Run 1, clock wires, drivers and flops:
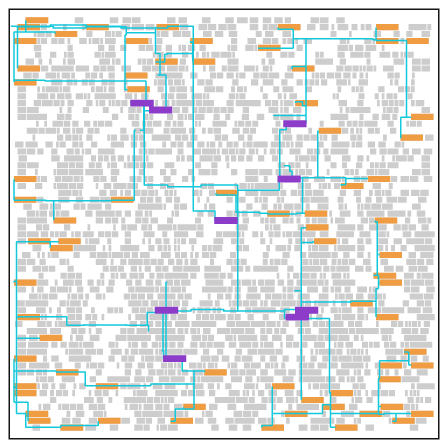
Run 1, placement by cell class:
Scale bar: 50 um.
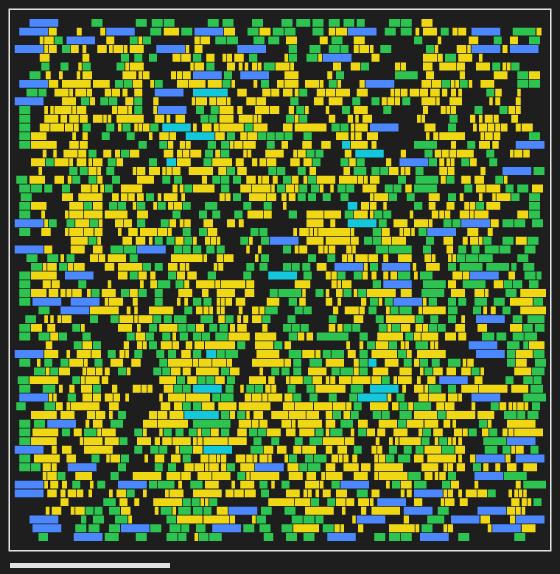
Run 1, cell sizes after repair:
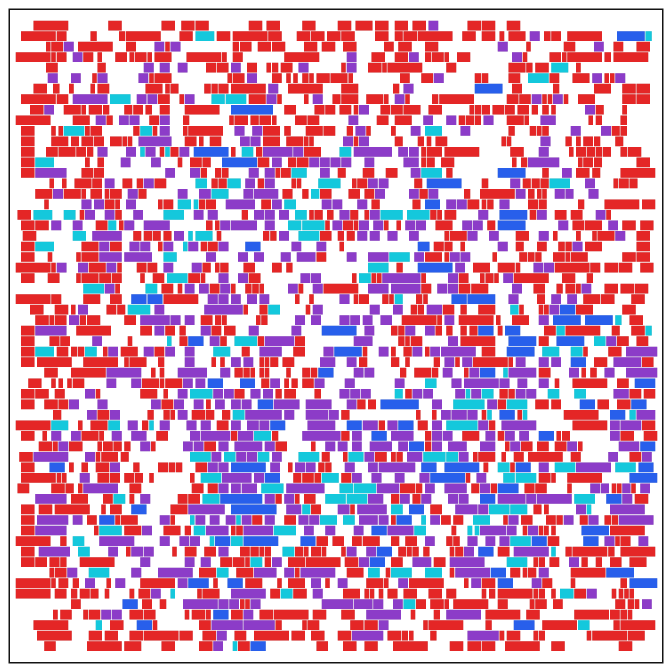
<file path="src/rtl/rv32i_alu_mc.sv">
// Purpose: RV32I ALU driven by a one-hot op vector. Shifts run serially, one bit per cycle.
// Latency: 1 cycle for all non-shift ops and for shift-by-0; n+1 cycles for a shift by n.
// Backpressure: start_i is ignored (not queued) while busy_o is high; done_o pulses once per result.
//
// Ports:
//   clk_i, rst_i           clock (rising edge) and asynchronous active-high reset
//   start_i                accept operands and op vector (in IDLE or DONE only)
//   op_*_i                 one-hot op select; first set op in port order wins
//   op_rs2_imm_i           operand B source: 1 = imm_i, 0 = rs2_i
//   rs1_i, rs2_i, imm_i    operands
//   busy_o                 serial shift in progress
//   done_o                 one-cycle pulse, result_o/br_taken_o valid
//   result_o, br_taken_o   held until the next accepted op completes
module rv32i_alu_mc #(
    parameter int XLEN = 32,
    parameter int SHW  = 5
) (
    input  logic            clk_i,
    input  logic            rst_i,
    input  logic            start_i,
    input  logic            op_add_i,
    input  logic            op_sub_i,
    input  logic            op_sll_i,
    input  logic            op_slt_i,
    input  logic            op_sltu_i,
    input  logic            op_xor_i,
    input  logic            op_srl_i,
    input  logic            op_sra_i,
    input  logic            op_or_i,
    input  logic            op_and_i,
    input  logic            op_beq_i,
    input  logic            op_bne_i,
    input  logic            op_blt_i,
    input  logic            op_bge_i,
    input  logic            op_bltu_i,
    input  logic            op_bgeu_i,
    input  logic            op_rs2_imm_i,
    input  logic [XLEN-1:0] rs1_i,
    input  logic [XLEN-1:0] rs2_i,
    input  logic [XLEN-1:0] imm_i,
    output logic            busy_o,
    output logic            done_o,
    output logic [XLEN-1:0] result_o,
    output logic            br_taken_o
);

    localparam logic [1:0] S_IDLE  = 2'd0;
    localparam logic [1:0] S_SHIFT = 2'd1;
    localparam logic [1:0] S_DONE  = 2'd2;

    localparam logic [1:0] SH_SLL = 2'd0;
    localparam logic [1:0] SH_SRL = 2'd1;
    localparam logic [1:0] SH_SRA = 2'd2;

    logic [1:0]      state_q, state_d;
    logic [SHW-1:0]  cnt_q, cnt_d;
    logic [XLEN-1:0] work_q, work_d;
    logic [1:0]      kind_q, kind_d;
    logic [XLEN-1:0] result_q, result_d;
    logic            br_q, br_d;

    logic [XLEN-1:0] opb;
    logic [SHW-1:0]  amt;
    logic [XLEN-1:0] res_c;
    logic            br_c;
    logic            is_shift_c;
    logic [1:0]      kind_c;
    logic [XLEN-1:0] work_shifted;
    logic            accept;

    assign opb    = op_rs2_imm_i ? imm_i : rs2_i;
    assign amt    = opb[SHW-1:0];
    assign accept = start_i && (state_q != S_SHIFT);

    // Priority chain in port order gives the "first set op wins" rule for
    // malformed multi-hot vectors. A shift selected here only goes serial when
    // its amount is nonzero; a zero-amount shift returns A in one cycle.
    always_comb begin
        res_c      = '0;
        br_c       = 1'b0;
        is_shift_c = 1'b0;
        kind_c     = SH_SLL;
        if (op_add_i) begin
            res_c = rs1_i + opb;
        end else if (op_sub_i) begin
            res_c = rs1_i - opb;
        end else if (op_sll_i) begin
            res_c      = rs1_i;
            is_shift_c = 1'b1;
            kind_c     = SH_SLL;
        end else if (op_slt_i) begin
            res_c = {{(XLEN-1){1'b0}}, ($signed(rs1_i) < $signed(opb))};
        end else if (op_sltu_i) begin
            res_c = {{(XLEN-1){1'b0}}, (rs1_i < opb)};
        end else if (op_xor_i) begin
            res_c = rs1_i ^ opb;
        end else if (op_srl_i) begin
            res_c      = rs1_i;
            is_shift_c = 1'b1;
            kind_c     = SH_SRL;
        end else if (op_sra_i) begin
            res_c      = rs1_i;
            is_shift_c = 1'b1;
            kind_c     = SH_SRA;
        end else if (op_or_i) begin
            res_c = rs1_i | opb;
        end else if (op_and_i) begin
            res_c = rs1_i & opb;
        end else if (op_beq_i) begin
            br_c = (rs1_i == opb);
        end else if (op_bne_i) begin
            br_c = (rs1_i != opb);
        end else if (op_blt_i) begin
            br_c = ($signed(rs1_i) < $signed(opb));
        end else if (op_bge_i) begin
            br_c = ($signed(rs1_i) >= $signed(opb));
        end else if (op_bltu_i) begin
            br_c = (rs1_i < opb);
        end else if (op_bgeu_i) begin
            br_c = (rs1_i >= opb);
        end
    end

    // One-bit step of the serial shifter.
    always_comb begin
        work_shifted = {work_q[XLEN-2:0], 1'b0};
        case (kind_q)
            SH_SRL:  work_shifted = {1'b0, work_q[XLEN-1:1]};
            SH_SRA:  work_shifted = {work_q[XLEN-1], work_q[XLEN-1:1]};
            default: work_shifted = {work_q[XLEN-2:0], 1'b0};
        endcase
    end

    always_comb begin
        state_d  = state_q;
        cnt_d    = cnt_q;
        work_d   = work_q;
        kind_d   = kind_q;
        result_d = result_q;
        br_d     = br_q;
        case (state_q)
            S_IDLE, S_DONE: begin
                if (accept) begin
                    if (is_shift_c && (amt != '0)) begin
                        state_d = S_SHIFT;
                        cnt_d   = amt;
                        work_d  = rs1_i;
                        kind_d  = kind_c;
                    end else begin
                        state_d  = S_DONE;
                        result_d = res_c;
                        br_d     = br_c;
                    end
                end else begin
                    state_d = S_IDLE;
                end
            end
            S_SHIFT: begin
                work_d = work_shifted;
                cnt_d  = cnt_q - 1'b1;
                if (cnt_q == {{(SHW-1){1'b0}}, 1'b1}) begin
                    state_d  = S_DONE;
                    result_d = work_shifted;
                    br_d     = 1'b0;
                end
            end
            default: state_d = S_IDLE;
        endcase
    end

    always_ff @(posedge clk_i or posedge rst_i) begin
        if (rst_i) begin
            state_q  <= S_IDLE;
            cnt_q    <= '0;
            work_q   <= '0;
            kind_q   <= SH_SLL;
            result_q <= '0;
            br_q     <= 1'b0;
        end else begin
            state_q  <= state_d;
            cnt_q    <= cnt_d;
            work_q   <= work_d;
            kind_q   <= kind_d;
            result_q <= result_d;
            br_q     <= br_d;
        end
    end

    assign busy_o     = (state_q == S_SHIFT);
    assign done_o     = (state_q == S_DONE);
    assign result_o   = result_q;
    assign br_taken_o = br_q;

endmodule

</file>
<file path="config.mk">
export PLATFORM = sky130hd
export DESIGN_NAME = rv32i_alu_mc
export DESIGN_NICKNAME = d
export VERILOG_FILES = /design/src/rtl/rv32i_alu_mc.sv
export SDC_FILE = /design/constraint.sdc
export NUM_CORES = 1
export LEC_CHECK = 0
export CORE_UTILIZATION = 35
export CTS_CLUSTER_DIAMETER = 150
export CTS_CLUSTER_SIZE = 20
export DETAILED_ROUTE_END_ITERATION = 10
export PLACE_DENSITY_LB_ADDON = 0.05
export REMOVE_ABC_BUFFERS = 1
export SYNTH_ARGS = -nofsm -noshare
export SYNTH_HDL_FRONTEND = slang
export SYNTH_SLANG_ARGS = --single-unit
</file>
<file path="constraint.sdc">
create_clock -name clk_i -period 2.2 [get_ports clk_i]
set_input_delay 0.33 -clock clk_i [delete_from_list [all_inputs] [get_ports clk_i]]
set_output_delay 0.33 -clock clk_i [all_outputs]
set_load 0.02 [all_outputs]
</file>
==> GITHUB_STEP_SUMMARY, run 1 <==
### Flow metrics

| Metric | Value |
|---|---|
| Pre-CTS setup slack | `-1.86 ns` |
| Most numerous logic cells after layout | `buf_4 (435), clkdlybuf4s50_1 (120), inv_1 (113)` |
| Pin count of the biggest net entering global routing | `about 75` |
| WP data arrival | `3.53 ns` |
| Flip-flops with a built-in enable | `0` |
| Top cells by count | `inv_1 (128), a21oi_1 (106), nor2_1 (106), ha_1 (101)` |
| Final Wtd Congestion | `0.941` |
| Setup violators final | `30` |
| Setup TNS | `-22.55 ns` |
| Ys cells | `1291` |
| FF-to-FF Start | `cnt_q[1]$_DFFE_PP0P_` |
| Routed WL | `approximately 50000 um` |
| Inst Count DP | `2156` |
| Final Worst Setup Slack | `-1.08 ns` |
| Crit Path Category | `input port to flop` |
| Hold bufs inserted after CTS | `0` |
| Starting DRT DRC Count | `1152` |
| Vias per cell | `5.69` |
| Port buffer count | `about 150` |
| CTS tree | `built` |
| First-pass GRT wire length | `74100 um` |
| Most common cell after layout, fill and taps aside | `buf_4` |
| Mapped cell area | `9710 um^2` |
| Max-slew violation count | `0` |
| Mux area share | `4.35%` |
| Final ANT Viol Nets | `0` |
| Root buffer cell | `clkbuf_16` |
| Mean Syn Cell Area | `7.52 um^2` |
| Yosys reg bits | `74` |
| Status | `finished, violations left` |
| Fraction of registers with async set or reset after synthesis | `100%` |
| Failing checks | `setup timing` |
| Worst-skew pair later-pin latency | `0.36 ns` |
| Fin crit period | `3.28 ns` |
| Initial antenna violation count | `1` |
| Worst-Margin Slew | `roughly 0.5 ns` |
| CTS Buffer Depth | `2` |
| Chip Area, Yosys | `approximately 9700 um^2` |
| Worst hold margin | `0.378 ns` |
| WP data required | `2.45 ns` |
| Final nets | `between 2000 and 2500` |
| Register area share after synthesis | `about a fifth` |
| Dominant cell type by area after synthesis | `dfrtp_1` |
| Wire per inst | `22.4 um` |
| Critical path origin | `op_rs2_imm_i` |
| Biggest area cells | `dfrtp_1 (19%), ha_1 (13%), a21oi_1 (5.5%)` |
| LEAKAGE | `a little under 0.008 uW` |
| Maximum VDD drop | `0.000429 V` |
About 'clock wires, drivers and flops':
orange -> flip-flops  # count 74
cyan -> clock wires  # length 1820 um
purple -> clock-net drivers  # count 9
routed clock nets = 10

About 'placement by cell class':
yellow -> remaining logic cells  # cells 1124, share of their area 54%
cyan -> clock drivers and dummy loads  # cells 16, share of their area 1.9%
green -> remaining buffers and delay cells  # cells 658, share of their area 34%
blue -> registers  # cells 74, share of their area 11%
core area: 27100 um^2
final core occ: 64.7%
row cnt: 60

About 'cell sizes after repair':
cyan -> x2  # cells 142, share 7.6%
red -> x1 and smaller  # cells 1095, share 58%
purple -> x3 and x4  # cells 549, share 29%
blue -> x6 and larger  # cells 86, share 4.6%

==> run 1: final cells by class <==
| cell class | instances | area [um^2] |
|---|---|---|
| Clock buffer | 9 | 225 |
| Clock inverter | 7 | 101 |
| Fill cell | 2343 | 9560 |
| Inverter | 140 | 538 |
| Multi-Input combinational cell | 984 | 8610 |
| Sequential cell | 74 | 1850 |
| Tap cell | 372 | 465 |
| Timing Repair Buffer | 658 | 5750 |
==> run 1: final timing paths <==
kind / cells past startpoint / slack, ns / endpoint
max: 14 / -1.08 / result_o[26]$_DFFE_PP0P_
min: 3 / 0.38 / work_q[28]$_DFFE_PP0P_
max reg2reg: 11 / 0.04 / result_o[19]$_DFFE_PP0P_
min reg2reg: 2 / 0.49 / result_o[8]$_DFFE_PP0P_
max in group asynchronous: 3 / 1.43 / work_q[9]$_DFFE_PP0P_
min in group clk_i: 4 / 0.38 / kind_q[0]$_DFFE_PP0P_
==> run 1: report_power, final <==
group          leakage [uW]  total, uW  internal (uW)  switching (uW)
sequential         0.000907       2420           1910             508
clock              0.000152       1800           1010             791
combinational       0.00674       6760           3360            3400
==> run 1: metal layers <==
layer	vias to the layer above	GRT usage, %	part of all wire [%]
met4	2	11.8	3.0
met1	6177	47.7	44
li1	5922	-	-
met5	-	0	0.026
met3	91	4.86	7.6
met2	577	55.1	45
==> run 1: worst max-delay path: stages <==
cell and delay [ns]:
buf_12 0.09, buf_12 0.15, buf_12 0.16, mux2i_4 0.28
ha_4 0.24, or3_4 0.38, or3_4 0.39, a2111oi_4 0.29
nor3_4 0.11, o211ai_1 0.28, a311oi_1 0.16, xnor2_1 0.21
o211ai_1 0.12, a221o_1 0.33
--- run 2 (diff from run 1) ---
--- a/config.mk
+++ b/config.mk
@@ -11,6 +11,7 @@
 export DETAILED_ROUTE_END_ITERATION = 10
 export PLACE_DENSITY_LB_ADDON = 0.05
 export REMOVE_ABC_BUFFERS = 1
+export SLEW_MARGIN = 40
 export SYNTH_ARGS = -nofsm -noshare
 export SYNTH_HDL_FRONTEND = slang
 export SYNTH_SLANG_ARGS = --single-unit
Run 2, placement by cell class:
Scale bar: 50 um.
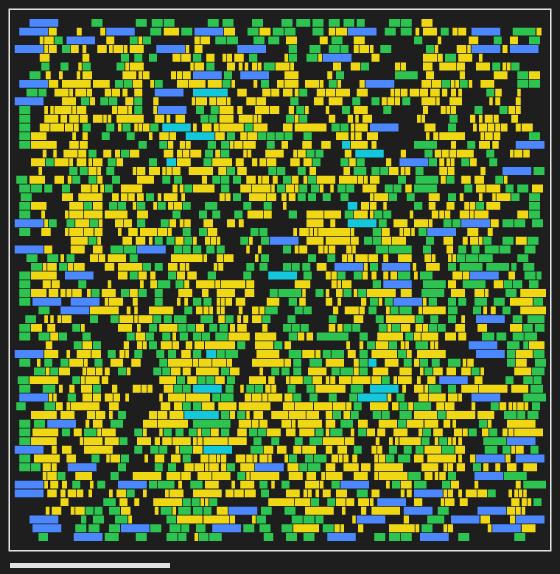
green -> remaining buffers and delay cells  # cells 658, share of their area 34%
blue -> registers  # cells 74, share of their area 11%
yellow -> remaining logic cells  # cells 1124, share of their area 54%
cyan -> clock drivers and dummy loads  # cells 16, share of their area 1.9%

==> run 2 against run 1 <==
Against the previous run: the run still ends with setup timing left; critical path depth is the same; clock power about the same; final area unchanged; non-clock buffer count did not move; register-to-register slack about the same; fmax did not move; utilization is the same; power unchanged; flip-flop count is the same; highest routed layer unchanged; clock skew is the same.
==> GITHUB_STEP_SUMMARY, run 2 <==
### Flow metrics

| Metric | Value |
|---|---|
| Pin count of the biggest net entering global routing | `75 (unchanged)` |
| Mapped cell area | `9710 um^2 (unchanged)` |
| Mean Syn Cell Area | `7.52 um^2 (unchanged)` |
| Status | `finished, violations left` |
| Setup TNS | `-22.55 ns (unchanged)` |
| Starting DRT DRC Count | `1152 (unchanged)` |
| Worst-Margin Slew | `0.493 ns (unchanged)` |
| Clock Network Area Fraction | `1.86% (unchanged)` |
| Crit Path Category | `input port to flop` |
| Logic cell area | `8610 um^2 (unchanged)` |
| Failing checks | `setup timing` |
| Sequential share of cell area | `10.6% (unchanged)` |
| Flip-flops with a built-in enable | `0 (unchanged)` |
| Chip Area, Yosys | `9710 um^2 (unchanged)` |
| WP data required | `2.45 ns (about the same)` |
| Setup violators final | `30 (unchanged)` |
| Final Worst Setup Slack | `-1.08 ns (unchanged)` |
| Worst hold margin | `0.378 ns (unchanged)` |
| Worst R2R Path Depth | `11 (unchanged)` |
| Flop area | `1850 um^2 (unchanged)` |
| Fin crit period | `3.28 ns (unchanged)` |
| First-pass GRT wire length | `74100 um (unchanged)` |
| Most numerous logic cells after layout | `buf_4 (435), clkdlybuf4s50_1 (120), inv_1 (113)` |
| R2r setup slk | `0.04 ns (about the same)` |
| CTS Buffer Depth | `2 (unchanged)` |
| Register area share after synthesis | `19.1% (unchanged)` |
| Root buffer cell | `clkbuf_16` |
| Initial antenna violation count | `1 (unchanged)` |
| Most common cell after layout, fill and taps aside | `buf_4` |
| Final nets | `2086 (unchanged)` |
| Final core occ | `64.7% (unchanged)` |
| Top cells by count | `inv_1 (128), a21oi_1 (106), nor2_1 (106), ha_1 (101)` |
| Yosys reg bits | `74 (unchanged)` |
| Core area | `27100 um^2 (unchanged)` |
| Dominant cell type by area after synthesis | `dfrtp_1` |
| Pre-CTS setup slack | `-1.86 ns (unchanged)` |
| Maximum VDD drop | `0.000429 V (unchanged)` |
Run 2, clock nets:
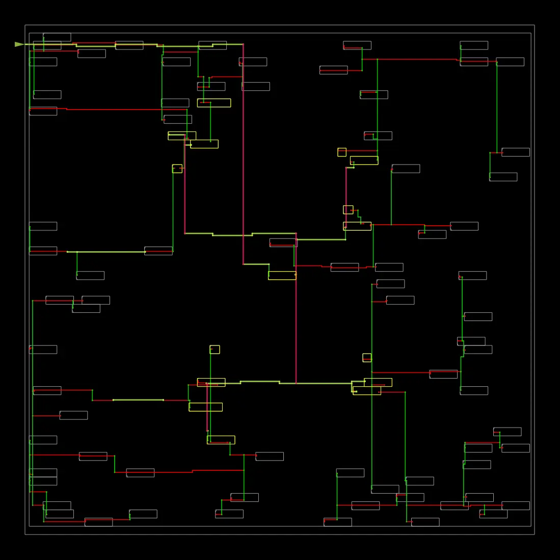
# clk buffers: 9
CTS Buf Count: 9
worst-skew pair later-pin latency: 0.36 ns
Clk power: 1800 uW

## run 2: cell counts in the layout (fill, tap and decap cells not counted)
No cell type changed its count.
## run 2: repair_timing
action	4_1_cts	5_1_grt
endpoints found under the hold margin	0	0
setup endpoints to repair	72	40
buffers inserted	49	38
pin swaps	127	105
resized	306	119
cloned	2	0
## run 2: worst paths after layout
kind | start | to
min reg2reg | result_o[8]$_DFFE_PP0P_ | result_o[8]$_DFFE_PP0P_
min | rst_i | work_q[28]$_DFFE_PP0P_
min in group clk_i | op_srl_i | kind_q[0]$_DFFE_PP0P_
max | op_rs2_imm_i | result_o[26]$_DFFE_PP0P_
max in group asynchronous | rst_i | work_q[9]$_DFFE_PP0P_
max reg2reg | cnt_q[1]$_DFFE_PP0P_ | result_o[19]$_DFFE_PP0P_
## run 2: metal layers
metal	share of wire (%)	global-route usage, %	vias up	wire length (um)
li1	-	-	5922	-
met1	44	47.7	6177	22300
met2	45	55.1	577	22600
met3	7.6	4.86	91	3830
met4	3.0	11.8	2	1520
met5	0.026	0	-	13
## run 2: logic make-up (layout without fill, tap and decap cells)
group	count (synthesis)	count (layout)	synth area share [%]
mux	41	41	4.35
xor+xnor	39	39	3.52
buf+inv	233	814	9.18
fa+ha+maj	103	103	13.4
simple gates	348	348	17.4
flops	74	74	19.1
compound gates	453	453	33.0
## run 2: worst max-delay path, stage by stage
cell and delay (ns):
buf_12 0.09, buf_12 0.15, buf_12 0.16, mux2i_4 0.28
ha_4 0.24, or3_4 0.38, or3_4 0.39, a2111oi_4 0.29
nor3_4 0.11, o211ai_1 0.28, a311oi_1 0.16, xnor2_1 0.21
o211ai_1 0.12, a221o_1 0.33
## run 2: report_power, final
group | switching [uW] | internal (uW)
combinational | 3400 | 3360
clock | 791 | 1010
sequential | 508 | 1910
total | 4700 | 6270
Run 2, M1 wires:
Supply wires on this layer in gray.
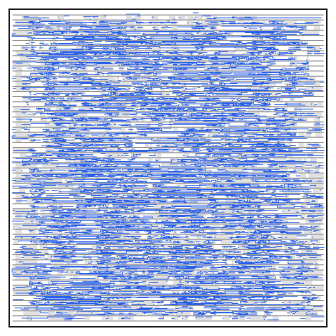

--- run 3 (diff from run 2) ---
--- a/config.mk
+++ b/config.mk
@@ -5,6 +5,7 @@
 export SDC_FILE = /design/constraint.sdc
 export NUM_CORES = 1
 export LEC_CHECK = 0
+export CORE_ASPECT_RATIO = 0.9
 export CORE_UTILIZATION = 35
 export CTS_CLUSTER_DIAMETER = 150
 export CTS_CLUSTER_SIZE = 20
Run 3, M1 wires:
Supply wires on this layer in gray.
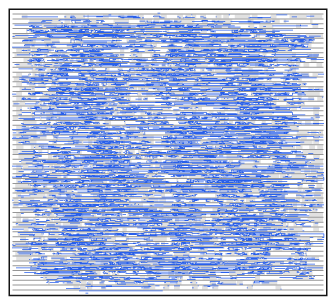
main direction = horizontal
share of all routed wire = 45%
longest straight run = 51.5 um
Routed WL: 50400 um
GRT met1 Usage: 49.6%
via count: 12727

Run 3, clock wires, drivers and flops:
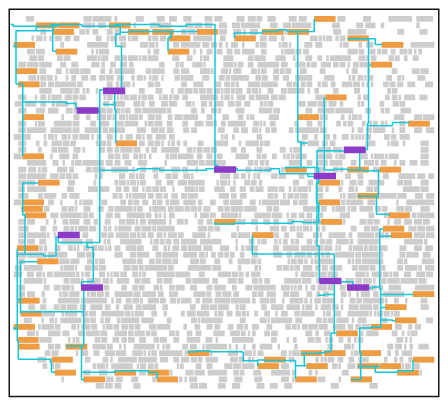
purple -> clock-net drivers  # count 9
orange -> flip-flops  # count 74
cyan -> clock wires  # length 1660 um
routed clock nets = 10

==> run 3 against run 2 <==
Against the previous run: synthesized area stayed put; highest routed layer unchanged; sequential power about the same; utilization barely moved; largest cell class unchanged; routed wire length rose by 0.46%; the run still ends with setup timing left; sequential share of layout area about the same; power decreased by 0.27%; flip-flop count unchanged.
==> GITHUB_STEP_SUMMARY, run 3 <==
### Flow metrics

| Metric | Value |
|---|---|
| Status | `finished, violations left` |
| Failing checks | `setup timing` |
| RSZ-0062 raised after global routing | `true` |
| # clk buffers | `11 (+2)` |
| Combinational power | `6850 uW (+1%)` |
| Critical path origin | `op_rs2_imm_i` |
| Worst-Margin Slew | `0.693 ns (+0.201 ns)` |
| Post-CTS sizing | `329 (+7.5%)` |
| Cell Int Power | `6220 uW (-0.90%)` |
| Dominant cell type by area after synthesis | `dfrtp_1` |
| Crit Path Category | `input port to flop` |
| Chip Area, Yosys | `9710 um^2 (unchanged)` |
| Fillers | `2333` |
| Count leader, synth | `inv_1` |
| CTS tree | `built` |
| Clock Network Area Fraction | `1.74% (-0.12 points)` |
| Final Worst Setup Slack | `-0.923 ns (+0.152 ns)` |
| Sequential share of cell area | `10.6% (about the same)` |
| Setup violators final | `33 (+10%)` |
| First-pass GRT wire length | `74200 um (about the same)` |
| Nonclk inv count | `140` |
| Initial antenna violation count | `1 (unchanged)` |
| Mapped cell area | `9710 um^2 (unchanged)` |
| Fraction of registers with async set or reset after synthesis | `100%` |
| Placed inst area | `14600 um^2` |
| Relative slew slack | `53.8%` |
| Largest Pwr Group | `combinational cells` |
| Logic cell area | `8880 um^2 (+3.2%)` |
| Comb power frac | `62.6% (+1.0 points)` |
| Core area | `27100 um^2 (unchanged)` |
| Flip-flops with a built-in enable | `0 (unchanged)` |
| Root buffer cell | `clkbuf_16` |
| Max Freq | `between 300 and 400 MHz` |
| Sw power | `4730 uW (+0.57%)` |
| Hold bufs inserted after CTS | `0` |
| WP data required | `2.48 ns (+0.03 ns)` |
| Final nets | `2045 (-2.0%)` |
| Pin count of the biggest net entering global routing | `75 (unchanged)` |
| CTS Buf Count | `9 (unchanged)` |
| Seq group | `2440 uW (about the same)` |
| H-tree depth | `3` |
| CTS Buffer Depth | `2 (unchanged)` |
| Clk power | `1650 uW (-8%)` |
| Pwr dens | `624 nW/um^2` |
| Maximum VDD drop | `0.000490 V (+14%)` |
| Die width | `approximately 180 um` |
| Most numerous logic cells after layout | `buf_4 (393), inv_1 (110), clkdlybuf4s50_1 (110)` |
| FF-to-FF Start | `state_q[0]$_DFFE_PP0P_` |
| Setup Buffers After CTS | `33 (-33%)` |
| Fin crit share | `142%` |
| Top cells by count | `inv_1 (128), a21oi_1 (106), nor2_1 (106), ha_1 (101)` |
| Flop pwr share | `22.3% (+0.2 points)` |
| Flop area | `1850 um^2 (unchanged)` |
| Final Wtd Congestion | `0.952` |
| Max-slew violation count | `0` |
| Yosys reg bits | `74 (unchanged)` |
| Register area share after synthesis | `19.1% (unchanged)` |
| N_diodes | `0` |
| Worst hold margin | `0.363 ns (-0.0152 ns)` |
| Final core occ | `64.8% (about the same)` |
| Most common cell after layout, fill and taps aside | `buf_4` |
| Clk pwr share | `15.1% (-1.3 points)` |
| Vias in the first global route | `12329` |
| Sw Ratio | `43.2% (+0.36 points)` |
| Starting DRT DRC Count | `1297 (+13%)` |
| Mean Syn Cell Area | `7.52 um^2 (unchanged)` |
| Clock sink count | `74` |
| Top cell category | `multi-input combinational cells` |
| Fin crit period | `3.12 ns (-0.152 ns)` |
| NonClk Buf Share | `roughly a third` |
| Worst-skew pair later-pin latency | `0.37 ns (about the same)` |
run 3: cell counts after synthesis:
No cell type changed its count.
run 3: per-layer routing:
layer  wire [um]  vias up  GRT usage, %
li1            -     5847             -
met2       22300      620          53.6
met4        1400        2          8.24
met1       22600     6156          49.6
met5          13        -             0
met3        4120      102          5.10
run 3: metrics by stage:
step	TNS [ns]	setup slack [ns]	cells	power, uW
floorplan	-104.62	-2.25	1198	4990
global placement	-62.73	-1.72	2119	7940
detailed placement	-63.56	-1.75	2119	7960
CTS	-20.01	-0.931	2165	10400
global route	-23.80	-1.02	2185	11500
finish	-20.24	-0.923	2185	10900
run 3: kinds of logic after synthesis:
logic type | Yosys count | synth area share [%]
AND-OR/OR-AND | 453 | 33.0
AND/OR/NAND/NOR | 348 | 17.4
XOR/XNOR | 39 | 3.52
adder cells (fa/ha/maj) | 103 | 13.4
buffers and inverters | 233 | 9.18
flip-flops | 74 | 19.1
multiplexers | 41 | 4.35
run 3: final timing paths:
kind / to / slack [ns] / cells past startpoint
worst max-delay path: br_taken_o$_DFFE_PP0P_ / -0.92 / 13
worst min-delay path: work_q[27]$_DFFE_PP0P_ / 0.36 / 3
worst max register to register: result_o[21]$_DFFE_PP0P_ / 0.05 / 7
worst min register to register: result_o[22]$_DFFE_PP0P_ / 0.50 / 2
max in group asynchronous: result_o[11]$_DFFE_PP0P_ / 1.41 / 3
min in group clk_i: cnt_q[3]$_DFFE_PP0P_ / 0.43 / 4
run 3: critical path, cell delays in order:
cell and delay [ns]:
buf_16 0.13, buf_16 0.17, mux2i_4 0.29, ha_4 0.24, or3_4 0.41, or3_4 0.35, a2111oi_4 0.26, nor3_4 0.10
a21oi_2 0.24, a221oi_2 0.11, mux2_4 0.29, mux2_4 0.29, o31ai_1 0.18
Power is estimated from default activity; no workload was simulated.
